$ cat src/rtl/data_transfer_seq.sv
// data_transfer_seq: lw/sw load-store sequencer between execute and data memory.
// Latches a request, forms rs+rt, checks alignment and opcode, runs the mem handshake.
//
// Ports:
//   clk, rst_n            clock, synchronous active-low reset
//   start                 request strobe, taken only while idle
//   opcode                8 = lw, 9 = sw, others illegal
//   rs, rt, wdata         base address, signed offset, store data
//   busy                  transaction in flight (after accept, through done)
//   done, err, err_code   one-cycle completion pulse and error qualifier
//   rdata                 data of the last successful load
//   mem_req, mem_we       memory request and write enable
//   mem_addr, mem_wdata   word-aligned byte address and store data
//   mem_ack, mem_rdata    memory completion and load data
module data_transfer_seq #(
  parameter int DATA_W  = 32,
  parameter int TIMEOUT = 15,
  parameter int CNT_W   = 4
) (
  input  logic              clk,
  input  logic              rst_n,
  input  logic              start,
  input  logic [5:0]        opcode,
  input  logic [DATA_W-1:0] rs,
  input  logic [DATA_W-1:0] rt,
  input  logic [DATA_W-1:0] wdata,
  output logic              busy,
  output logic              done,
  output logic              err,
  output logic [1:0]        err_code,
  output logic [DATA_W-1:0] rdata,
  output logic              mem_req,
  output logic              mem_we,
  output logic [DATA_W-1:0] mem_addr,
  output logic [DATA_W-1:0] mem_wdata,
  input  logic              mem_ack,
  input  logic [DATA_W-1:0] mem_rdata
);

  typedef enum logic [2:0] {
    S_IDLE,
    S_CALC,
    S_REQ,
    S_DONE,
    S_ERR
  } state_t;

  typedef struct packed {
    logic [5:0]        op;
    logic [DATA_W-1:0] rs;
    logic [DATA_W-1:0] rt;
    logic [DATA_W-1:0] wdata;
  } req_t;

  localparam logic [5:0] OP_LW = 6'd8;
  localparam logic [5:0] OP_SW = 6'd9;

  localparam logic [1:0] E_NONE  = 2'b00;
  localparam logic [1:0] E_ALIGN = 2'b01;
  localparam logic [1:0] E_TMO   = 2'b10;
  localparam logic [1:0] E_OPC   = 2'b11;

  // cnt holds the number of unacked REQ cycles already spent; the
  // edge that would bring it to TIMEOUT ends the request instead.
  localparam logic [CNT_W-1:0] CNT_LAST =
    CNT_W'(TIMEOUT - 1);

  state_t            state;
  req_t              req_q;
  logic [CNT_W-1:0]  cnt;

  logic [DATA_W-1:0] addr;
  logic              is_lw;
  logic              is_sw;
  logic              legal;
  logic              misal;

  // Address wraps modulo 2^DATA_W; no overflow is reported.
  assign addr  = req_q.rs + req_q.rt;
  assign misal = |addr[1:0];

  always_comb begin
    is_lw = 1'b0;
    is_sw = 1'b0;
    unique case (1'b1)
      (req_q.op == OP_LW): is_lw = 1'b1;
      (req_q.op == OP_SW): is_sw = 1'b1;
      default: ;
    endcase
  end

  assign legal = is_lw | is_sw;

  always_ff @(posedge clk) begin
    if (!rst_n) begin
      state     <= S_IDLE;
      req_q     <= '0;
      cnt       <= '0;
      busy      <= 1'b0;
      done      <= 1'b0;
      err       <= 1'b0;
      err_code  <= E_NONE;
      rdata     <= '0;
      mem_req   <= 1'b0;
      mem_we    <= 1'b0;
      mem_addr  <= '0;
      mem_wdata <= '0;
    end else begin
      done <= 1'b0;
      err  <= 1'b0;
      unique case (state)
        S_IDLE: begin
          if (start) begin
            req_q.op    <= opcode;
            req_q.rs    <= rs;
            req_q.rt    <= rt;
            req_q.wdata <= wdata;
            err_code    <= E_NONE;
            busy        <= 1'b1;
            state       <= S_CALC;
          end
        end
        S_CALC: begin
          // Illegal opcode is reported ahead of misalignment.
          if (!legal) begin
            err_code <= E_OPC;
            done     <= 1'b1;
            err      <= 1'b1;
            state    <= S_ERR;
          end else if (misal) begin
            err_code <= E_ALIGN;
            done     <= 1'b1;
            err      <= 1'b1;
            state    <= S_ERR;
          end else begin
            cnt       <= '0;
            mem_req   <= 1'b1;
            mem_we    <= is_sw;
            mem_addr  <= addr;
            mem_wdata <= is_sw ? req_q.wdata : '0;
            state     <= S_REQ;
          end
        end
        S_REQ: begin
          // Ack is checked first so a late ack beats the timeout.
          if (mem_ack) begin
            if (!mem_we) begin
              rdata <= mem_rdata;
            end
            mem_req   <= 1'b0;
            mem_we    <= 1'b0;
            mem_addr  <= '0;
            mem_wdata <= '0;
            done      <= 1'b1;
            state     <= S_DONE;
          end else if (cnt == CNT_LAST) begin
            mem_req   <= 1'b0;
            mem_we    <= 1'b0;
            mem_addr  <= '0;
            mem_wdata <= '0;
            err_code  <= E_TMO;
            done      <= 1'b1;
            err       <= 1'b1;
            state     <= S_ERR;
          end else begin
            cnt <= cnt + 1'b1;
          end
        end
        S_DONE, S_ERR: begin
          busy  <= 1'b0;
          state <= S_IDLE;
        end
        default: begin
          busy    <= 1'b0;
          mem_req <= 1'b0;
          state   <= S_IDLE;
        end
      endcase
    end
  end

endmodule

$ cat config.mk
export PLATFORM = sky130hd
export DESIGN_NAME = data_transfer_seq
export DESIGN_NICKNAME = d
export VERILOG_FILES = /design/src/rtl/data_transfer_seq.sv
export SDC_FILE = /design/constraint.sdc
export NUM_CORES = 1
export LEC_CHECK = 0
export CAP_MARGIN = 10
export CORE_ASPECT_RATIO = 0.5
export CORE_MARGIN = 5
export CORE_UTILIZATION = 53
export DETAILED_ROUTE_END_ITERATION = 7
export PLACE_DENSITY = 0.87
export SLEW_MARGIN = 25
export SYNTH_ARGS = -nofsm -noshare
export SYNTH_HDL_FRONTEND = slang
export SYNTH_SLANG_ARGS = --single-unit
$ cat constraint.sdc
create_clock -name clk -period 4.39 [get_ports clk]
set_input_delay 0.439 -clock clk [delete_from_list [all_inputs] [get_ports clk]]
set_output_delay 0.439 -clock clk [all_outputs]
set_load 0.05 [all_outputs]
**The metal 2 layer**

(3 px per um)
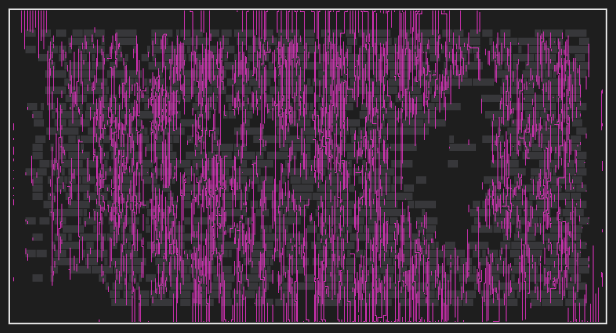
nets with wire on the layer = 1247
main direction = vertical
WL final: 25000 um
met2 Use GR: 0.403

**The metal 3 layer**

(3 px per um)
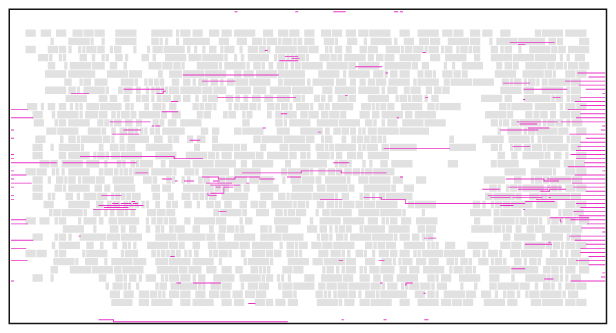
wire length on this layer = 1320 um
longest straight run = 58.0 um
share of all routed wire = 5.3%
met3 Track Usage GR: 0.0337
routed vias: 8374

**Signal metal coverage by tile**

(2 px per um) The die is cut into 40 by 21 equal tiles; dark blue is low, red is high, scaled to the fullest tile. Values are wire area over tile area, all layers added.
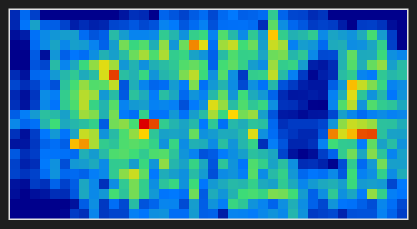
nearly empty tiles = 5.5%
mean over tiles = 0.19
fullest tile = 0.62
tiles over half the peak = 15%
GRT Total Usage: 0.231
routed len/inst: 16.2 um

**Routing congestion**

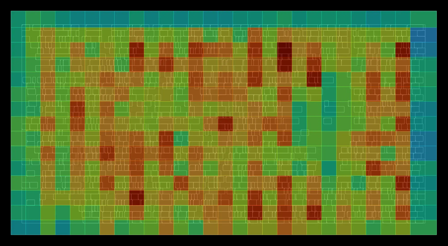
final core occ: 0.720
grt met1 use: 0.294
Most Crowded Layer GR: met2

==> impl_metrics.env <==
# yosys + openroad results
export IMPL_coreArea_mm2=0.0174
export IMPL_drt_met1_wl_um=10700
export IMPL_max_freq_mhz=339
export IMPL_critPathKind="flip-flop to flip-flop"
export IMPL_path_depth=7
export IMPL_wl_met2_um=12200
export IMPL_ys_ff=212
export IMPL_synthTopCellsByArea="dfxtp_1 45%, nand2_1 12%, a21boi_0 11%"
export IMPL_simple_gate_share=0.209
export IMPL_setup_tns_ns=0
export IMPL_htreeDepth=1
export IMPL_async_flop_share=0
export IMPL_worstPathRequired_ns=4.83
export IMPL_top_cells_by_count="306 x nand2_1, 212 x dfxtp_1, 135 x a21boi_0, 58 x clkbuf_1, 52 x nor2b_1"
export IMPL_inverters_excl_clock=6
export IMPL_startpoint="req_q[32]"
export IMPL_top_area_frac=0.450
export IMPL_cp_cell_sequence="ha_1 -> fa_1 -> nor4_4 -> nand2_1 -> nor3b_1 -> mux2i_1 -> nand2_1"
export IMPL_drt_initial_drc_count=364
export IMPL_die_area_mm2=0.0207
export IMPL_power_frac_seq=0.484
export IMPL_synth_avg_cell_area_um2=8.55
export IMPL_instances_no_fill=1541
export IMPL_grt_pass1_wl_um=40600
export IMPL_compound_area_frac=0.234
export IMPL_cellPowerDensity_mw_per_mm2=336
export IMPL_r2r_start="req_q[32]"
export IMPL_ys_chip_area_mm2=0.00942
export IMPL_ff_type="dfxtp_1"
export IMPL_p_int_uw=3170
export IMPL_p_total_uw=4200
export IMPL_ir_drop_mv=0.305
export IMPL_clkLatencyLatePin_ns=0.49
export IMPL_fillerInstances=1314
export IMPL_cts_buffer_depth=3
export IMPL_p_seq_uw=2030
export IMPL_crit_arrival_ns=3.39
export IMPL_die_h_um=104
export IMPL_root_buffer="clkbuf_16"
export IMPL_tap_cells=234
export IMPL_xor_area_frac=0.0242
export IMPL_final_area_mm2=0.0125
export IMPL_powerClk_uw=1630
export IMPL_whs_ns=0.453
export IMPL_clock_buffers=30
export IMPL_antenna_cells=0
export IMPL_yosys_stat_seqShare=0.450
export IMPL_dp_cells=1508
export IMPL_drt_pass1_iterations=7
export IMPL_worst_pin_slew_ns=0.869
export IMPL_num_rows=34
export IMPL_cts_hold_buf=0
export IMPL_tool_warnings=30
export IMPL_combPwrFrac=0.129
export IMPL_setup_viol=0
export IMPL_synth_area_leader_cell="dfxtp_1"
export IMPL_cp_num_buf_inv=0
export IMPL_power_switching_uw=1030
export IMPL_gp_congestion=0.858
export IMPL_comb_area_mm2=0.00489
export IMPL_drv_cap=0
export IMPL_logic_gate_count=812
export IMPL_critPathMostFrequentCell="nand2_1"
export IMPL_synth_nets=1274
export IMPL_grt_pass1_vias=8321
export IMPL_end_kind="flip-flop"
export IMPL_die_x_um=199
export IMPL_layout_drive_gt1_share=0.0406
export IMPL_total_leakage_power_uw=0.00462
export IMPL_io_buffer_count=240
export IMPL_synth_cell_types=62
export IMPL_clk_pin_slew_ns=0.06
export IMPL_holdPathStages=2
export IMPL_synthToLayoutAreaGrowth_pct=32.9
export IMPL_top_layer="met4"
export IMPL_rsz0062_at_grt="false"
export IMPL_top_logic_kind="AND-OR/OR-AND gates"
export IMPL_buf_share=0.197
export IMPL_drc=0
export IMPL_grt_overflow_total=0
export IMPL_mux_share=0.00425
export IMPL_crit_slowest_cell="nor4_4"
export IMPL_ys_cells=1102
export IMPL_nets=1469
export IMPL_met3WireLength_um=1320
export IMPL_p_sw_frac=0.245
export IMPL_crit_family="simple AND/OR/NAND/NOR gates"
export IMPL_place_area_mm2=0.0119
export IMPL_hp_class="flip-flop to flip-flop"
export IMPL_hold_path_end="busy"
export IMPL_cts_sinks=212
export IMPL_rr_endpoint="mem_addr[27]"
export IMPL_r2r_worst_path_cells=7
export IMPL_hpwlAfterDp_um=17700
export IMPL_crit_end="mem_addr[27]"
export IMPL_largest_register_ffs=102
export IMPL_final_setup_skew_ns=0.0114
export IMPL_syn_area_mm2=0.00942
export IMPL_hold_viol=0
export IMPL_io_pins=241
export IMPL_cts_setup_buffers=0
export IMPL_synth_edff_count=0
export IMPL_grt_start_max_net_pins=114
export IMPL_yosys_warnings=0
export IMPL_status="finished clean"
export IMPL_maxPowerGroup="registers"
export IMPL_hold_start="busy"
export IMPL_detail_route_antenna_nets=0
export IMPL_seq_area_mm2=0.00424
[worst register-to-register path, delay by kind of cell (launching register included)]
kind	cells	cell delay, ns
and+or+nand+nor	4	1.73
DFF	1	0.31
muxes	1	0.11
adders and majority gates	2	0.75
[layout by cell type (no fill, tap or decap), drive strengths merged, types with 5 or more instances in the layout]
cell           Yosys  layout
dfxtp            212     212
a22oi             39      39
nand3              9       9
xor2              12      12
nand2b             5       5
clkdlybuf4s50      0     239
a31oi              6       6
o21a               9       9
xnor2             14      14
o21bai             6       6
and2               6       6
buf               13       6
nor2b             52      52
ha                33      33
nor2              24      24
a211oi             5       5
o21ai             32      32
a21o              12      12
clkbuf            59      30
inv                6       6
a21boi           135     135
o211ai             7       7
nand2            306     306
nor3               9       9
and3               6       6
a21oi             36      36
